Figure 1. Wires at chosen ports, followed through buffers.
Bar = 20 um.
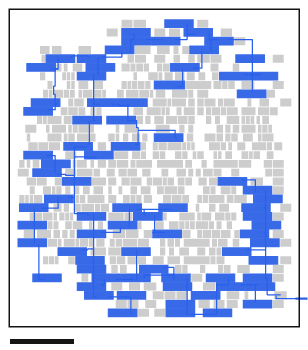
Figure 2. Met1 routing.
Supply wires on this layer in gray. Cells faint in the background.
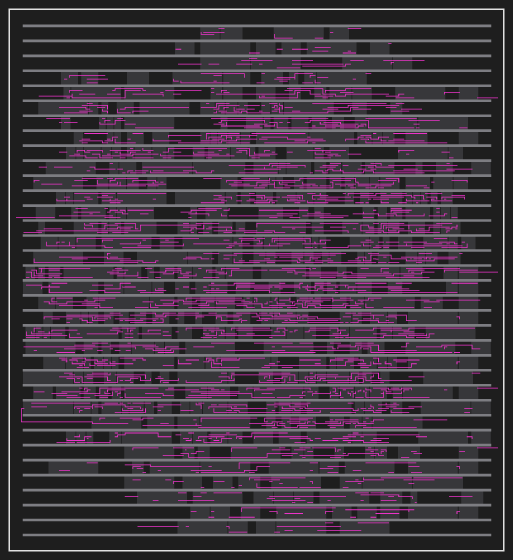
Figure 3. Signal wires on met2.
Cells faint in the background.
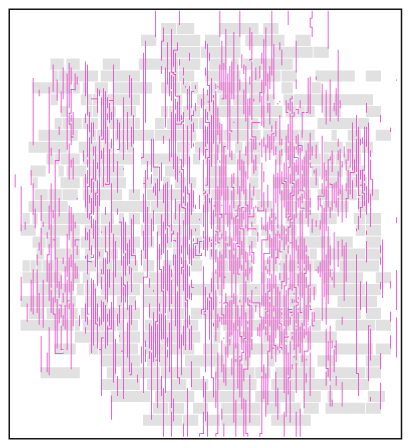
Figure 4. Track usage over the die.
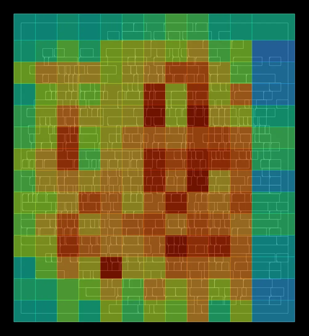
### config.mk
export PLATFORM = sky130hd
export DESIGN_NAME = enc_setpoint_ctrl
export DESIGN_NICKNAME = d
export VERILOG_FILES = /design/src/rtl/enc_ctrl_pkg.sv /design/src/rtl/bcd_digit_step.sv /design/src/rtl/enc_setpoint_ctrl.sv
export SDC_FILE = /design/constraint.sdc
export NUM_CORES = 1
export LEC_CHECK = 0
export CORE_ASPECT_RATIO = 1.1
export CORE_MARGIN = 2
export CORE_UTILIZATION = 55
export CTS_CLUSTER_DIAMETER = 50
export DETAILED_ROUTE_END_ITERATION = 16
export PLACE_DENSITY = 0.82
export REMOVE_ABC_BUFFERS = 1
export SLEW_MARGIN = 30
export SYNTH_ARGS = -nofsm -noshare
export SYNTH_HDL_FRONTEND = slang
export SYNTH_SLANG_ARGS = --single-unit
export TNS_END_PERCENT = 50
### constraint.sdc
create_clock -name clkin -period 3.5 [get_ports clkin]
set_input_delay 0.875 -clock clkin [delete_from_list [all_inputs] [get_ports clkin]]
set_output_delay 0.875 -clock clkin [all_outputs]
set_load 0.01 [all_outputs]
### src/rtl/enc_ctrl_pkg.sv
// Shared definitions for the encoder setpoint editor: FSM state encoding and BCD limits.
package enc_ctrl_pkg;

  typedef enum logic [1:0] {
    StIdle   = 2'd0,
    StEdit   = 2'd1,
    StCommit = 2'd2,
    StAbort  = 2'd3
  } state_e;

  localparam logic [3:0] BCD_MAX = 4'd9;
  localparam logic [3:0] BCD_MIN = 4'd0;
  localparam logic [1:0] SEL_MSD = 2'd3;

endpackage

### src/rtl/bcd_digit_step.sv
// Saturating +/-1 on a single BCD digit.
// Ports:
//   d   - current digit
//   up  - increment request (saturates at 9)
//   dn  - decrement request (saturates at 0)
//   out - resulting digit; up and dn together leave a valid digit unchanged,
//         and any step on an out-of-range digit (>9) yields 0
module bcd_digit_step
  import enc_ctrl_pkg::*;
(
  input  logic [3:0] d,
  input  logic       up,
  input  logic       dn,
  output logic [3:0] out
);

  always_comb begin
    out = d;
    if (up || dn) begin
      if (d > BCD_MAX) begin
        out = BCD_MIN;
      end else if (up && !dn) begin
        out = (d == BCD_MAX) ? d : d + 4'd1;
      end else if (dn && !up) begin
        out = (d == BCD_MIN) ? d : d - 4'd1;
      end
    end
  end

endmodule

### src/rtl/enc_setpoint_ctrl.sv
// 4-digit BCD setpoint editor driven by encoder step pulses and a button pulse.
// Ports:
//   clkin            - system clock
//   rst              - asynchronous active-low reset
//   step_up, step_dn - 1-cycle encoder step pulses
//   btn              - 1-cycle debounced button pulse
//   value            - committed setpoint, [15:12] = MSD
//   disp             - edit buffer while editing, value otherwise
//   sel              - selected digit index (3 = MSD), meaningful while editing
//   editing          - high in EDIT
//   blink            - blink phase of selected digit, 0 outside EDIT
//   commit, abort    - 1-cycle pulses on commit / timeout discard
// All outputs are registered and derived from the next state.
module enc_setpoint_ctrl
  import enc_ctrl_pkg::*;
#(
  parameter int unsigned NDIG        = 4,
  parameter int unsigned TIMEOUT_CYC = 5000,
  parameter int unsigned BLINK_HALF  = 250
) (
  input  logic              clkin,
  input  logic              rst,
  input  logic              step_up,
  input  logic              step_dn,
  input  logic              btn,
  output logic [4*NDIG-1:0] value,
  output logic [4*NDIG-1:0] disp,
  output logic [1:0]        sel,
  output logic              editing,
  output logic              blink,
  output logic              commit,
  output logic              abort
);

  localparam int unsigned TW = $clog2(TIMEOUT_CYC + 1);
  localparam int unsigned BW = $clog2(BLINK_HALF + 1);
  localparam logic [TW-1:0] TMO_LAST = TW'(TIMEOUT_CYC - 1);
  localparam logic [BW-1:0] BLK_LAST = BW'(BLINK_HALF - 1);

  state_e              state_q, state_d;
  logic [4*NDIG-1:0]   value_q, value_d;
  logic [4*NDIG-1:0]   edit_q, edit_d;
  logic [4*NDIG-1:0]   disp_q, disp_d;
  logic [1:0]          sel_q, sel_d;
  logic                editing_q, editing_d;
  logic                blink_q, blink_d;
  logic                commit_q, commit_d;
  logic                abort_q, abort_d;
  logic [TW-1:0]       tmr_q, tmr_d;
  logic [BW-1:0]       bcnt_q, bcnt_d;

  logic [3:0] cur_dig, new_dig;

  assign cur_dig = edit_q[{sel_q, 2'b00} +: 4];

  bcd_digit_step u_step (
    .d   (cur_dig),
    .up  (step_up),
    .dn  (step_dn),
    .out (new_dig)
  );

  always_comb begin
    state_d  = state_q;
    value_d  = value_q;
    edit_d   = edit_q;
    sel_d    = sel_q;
    tmr_d    = tmr_q;
    bcnt_d   = bcnt_q;
    blink_d  = blink_q;
    commit_d = 1'b0;
    abort_d  = 1'b0;

    unique case (state_q)
      StIdle: begin
        tmr_d   = '0;
        bcnt_d  = '0;
        blink_d = 1'b0;
        if (btn) begin
          state_d = StEdit;
          edit_d  = value_q;
          sel_d   = SEL_MSD;
          blink_d = 1'b1;
        end
      end
      StEdit: begin
        // Priority: btn over steps, any event over timeout expiry.
        if (btn) begin
          tmr_d = '0;
          if (sel_q != 2'd0) begin
            sel_d = sel_q - 2'd1;
          end else begin
            state_d  = StCommit;
            commit_d = 1'b1;
            value_d  = edit_q;
          end
        end else if (step_up || step_dn) begin
          tmr_d = '0;
          edit_d[{sel_q, 2'b00} +: 4] = new_dig;
        end else if (tmr_q >= TMO_LAST) begin
          state_d = StAbort;
          abort_d = 1'b1;
        end else begin
          tmr_d = tmr_q + 1'b1;
        end

        if (state_d != StEdit) begin
          blink_d = 1'b0;
          bcnt_d  = '0;
          tmr_d   = '0;
        end else if (sel_d != sel_q) begin
          // New digit selected: restart the phase visibly on.
          blink_d = 1'b1;
          bcnt_d  = '0;
        end else if (bcnt_q >= BLK_LAST) begin
          blink_d = ~blink_q;
          bcnt_d  = '0;
        end else begin
          bcnt_d = bcnt_q + 1'b1;
        end
      end
      StCommit, StAbort: begin
        state_d = StIdle;
      end
      default: begin
        state_d = StIdle;
      end
    endcase

    editing_d = (state_d == StEdit);
    disp_d    = editing_d ? edit_d : value_d;
  end

  always_ff @(posedge clkin or negedge rst) begin
    if (!rst) begin
      state_q   <= StIdle;
      value_q   <= '0;
      edit_q    <= '0;
      disp_q    <= '0;
      sel_q     <= SEL_MSD;
      editing_q <= 1'b0;
      blink_q   <= 1'b0;
      commit_q  <= 1'b0;
      abort_q   <= 1'b0;
      tmr_q     <= '0;
      bcnt_q    <= '0;
    end else begin
      state_q   <= state_d;
      value_q   <= value_d;
      edit_q    <= edit_d;
      disp_q    <= disp_d;
      sel_q     <= sel_d;
      editing_q <= editing_d;
      blink_q   <= blink_d;
      commit_q  <= commit_d;
      abort_q   <= abort_d;
      tmr_q     <= tmr_d;
      bcnt_q    <= bcnt_d;
    end
  end

  assign value   = value_q;
  assign disp    = disp_q;
  assign sel     = sel_q;
  assign editing = editing_q;
  assign blink   = blink_q;
  assign commit  = commit_q;
  assign abort   = abort_q;

endmodule
==> flow_metrics.py <==
# Metrics from the implementation run
metrics = {
    "worst_setup_path": {
        "cpMostUsedCell": "inv_1",
        "timing.rr.end": "disp[12]",
        "r2r_setup_slack_ps": 430,
        "crit_end": "disp[12]",
        "start_kind": "flip-flop",
        "worstSetupPathType": "reg2reg",
        "path_cells": "mux4_2 -> inv_1 -> ha_1 -> inv_1 -> o31ai_1 -> o21a_1 -> mux2i_1 -> a31oi_1",
        "r2r_cells": 8,
        "cp.required_ps": 3730,
        "crit_buf_inv": 2,
        "cp.depth": 8,
        "critPathArrivalTime_ps": 3300,
    },
    "yosys": {
        "synthTopLogicFamily": "AND-OR/OR-AND gates",
        "common_cells": "75 x dfrtp_1, 30 x nand2_1, 29 x a21oi_1, 25 x nand3_1",
        "xor_share_pct": 1.385,
        "synth_area_sq_um": 4425,
        "synth-main-ff-cell": "dfrtp_1",
        "simple_gate_share_pct": 16.40,
        "synth.top_cell.area_share_pct": 42.41,
        "ys_sh_mux_pct": 9.302,
        "synth_cells": 448,
        "synthTopCellsByArea": "dfrtp_1 42%, mux2_2 4.3%, ha_1 3.4%, a21oi_1 3.3%, mux2i_1 2.9%",
        "synthAoiAreaFrac_pct": 22.14,
        "syn_area_per_cell_sq_um": 9.878,
        "yosys.area.top_type": "dfrtp_1",
        "yosysCellCount": 448,
    },
    "job": {
        "cap_violations": 0,
    },
    "place": {
        "pre_cts_ws_ps": 313.6,
        "place_inst": 592,
        "place_hpwl_mm": 7.910,
    },
    "clock_network": {
        "clk_pin_slew_ps": 110,
        "cts_root_buffer": "clkbuf_8",
        "cts_setup_buffers": 0,
        "cts_resized": 0,
        "cts_tree": "done",
        "clock_sinks": 77,
        "cts_made_buffers": 9,
        "clockBufferDepth": 2,
    },
    "sta": {
        "rsz0062_at_grt": "no",
        "finalHoldWorstSlack_ps": 496.9,
        "finalMaxSlewViolations": 0,
        "fmax_ghz": 0.3255,
        "final.setup.worst_slack_ps": 427.9,
        "skew_ps": 18.83,
        "worstMarginPinSlew_ps": 783.5,
        "hold_viol": 0,
    },
    "drt": {
        "drt_drc_violations_left": 0,
        "drt_pass1_iterations": 5,
        "viasPerCell": 6.424,
    },
    "power_and_ir_drop": {
        "power_leakage_uw": 0.002244,
        "power.density_nw_per_um2": 737.2,
    },
    "die": {
        "die_x_um": 89.53,
        "die_area_sq_um": 8781,
        "dieHeight_um": 98.08,
        "row_count": 34,
    },
    "layout": {
        "layout_top_cells": "75 x dfrtp_1, 41 x clkdlybuf4s50_1, 30 x nand2_1",
        "syn2layout_area_growth_pct": 17.73,
        "design_area_sq_um": 5210,
        "lay_top_count": "dfrtp_1",
        "antenna_cells": 0,
        "finalNetCount": 512,
        "layout-drive-gt1-share_pct": 14.20,
        "layout.cells.non_filler": 608,
    },
    "outcome": {
        "run_status": "completed",
    },
    "global_route": {
        "grt_pass1_wl_mm": 18.67,
        "gr-total-overflow": 0,
        "grt_max_degree": 78,
        "grt_pass1_vias": 3933,
    },
}
Back to the opening pictures, Figure 1:
color	port	bits	direction	edge	end cells	buffers	wire
blue	`rst`	1	input	right	77	1	486 um
# IOs: 43
IO buf count: 42

Back to the opening pictures, Figure 2:
nets with wire on the layer	468
main direction	horizontal
final WL: 11.06 mm
M1 GR Usage: 34.40%

Back to the opening pictures, Figure 3:
longest straight run	34.0 um
share of all routed wire	49%
M2 GR Usage: 44.22%
total number of vias: 3906

Back to the opening pictures, Figure 4:
WL per Instance: 18.18 um
busiest layer in global routing: met2
utilization after layout: 66.20%
GRT Overall Usage: 27.00%
met3 Use GR: 5.072%

-- layout make-up --
class	count	area, sq um
clock buffer	9	123.9
clock inverter	7	75.07
fill	631	2660
inverter	17	63.81
multi-input combinational	331	2333
sequential	77	1929
tap	108	135.1
timing repair buffer	59	549.3
-- flip-flops by register name (all words and copies together) (netlist names) --
| register | count |
|---|---|
| abort | 1 |
| sel | 2 |
| editing | 1 |
| bcnt_q | 8 |
| value | 16 |
| commit | 1 |
| disp | 16 |
| blink | 1 |
| tmr_q | 13 |
| edit_q | 16 |
| state_q | 2 |
-- layer usage --
layer  up-vias  routed length, um
met5         -                  0
met4         0                465
met3        50                682
met2       164               5438
met1      1892               4469
li1       1800                  -
-- where the power goes --
part           switching, uW  internal [uW]  total (uW)
Combinational            999            835        1830
Sequential               226           1100        1330
Clock                    396            283         679
No activity file was given, so power comes from the tool's default toggle rates.
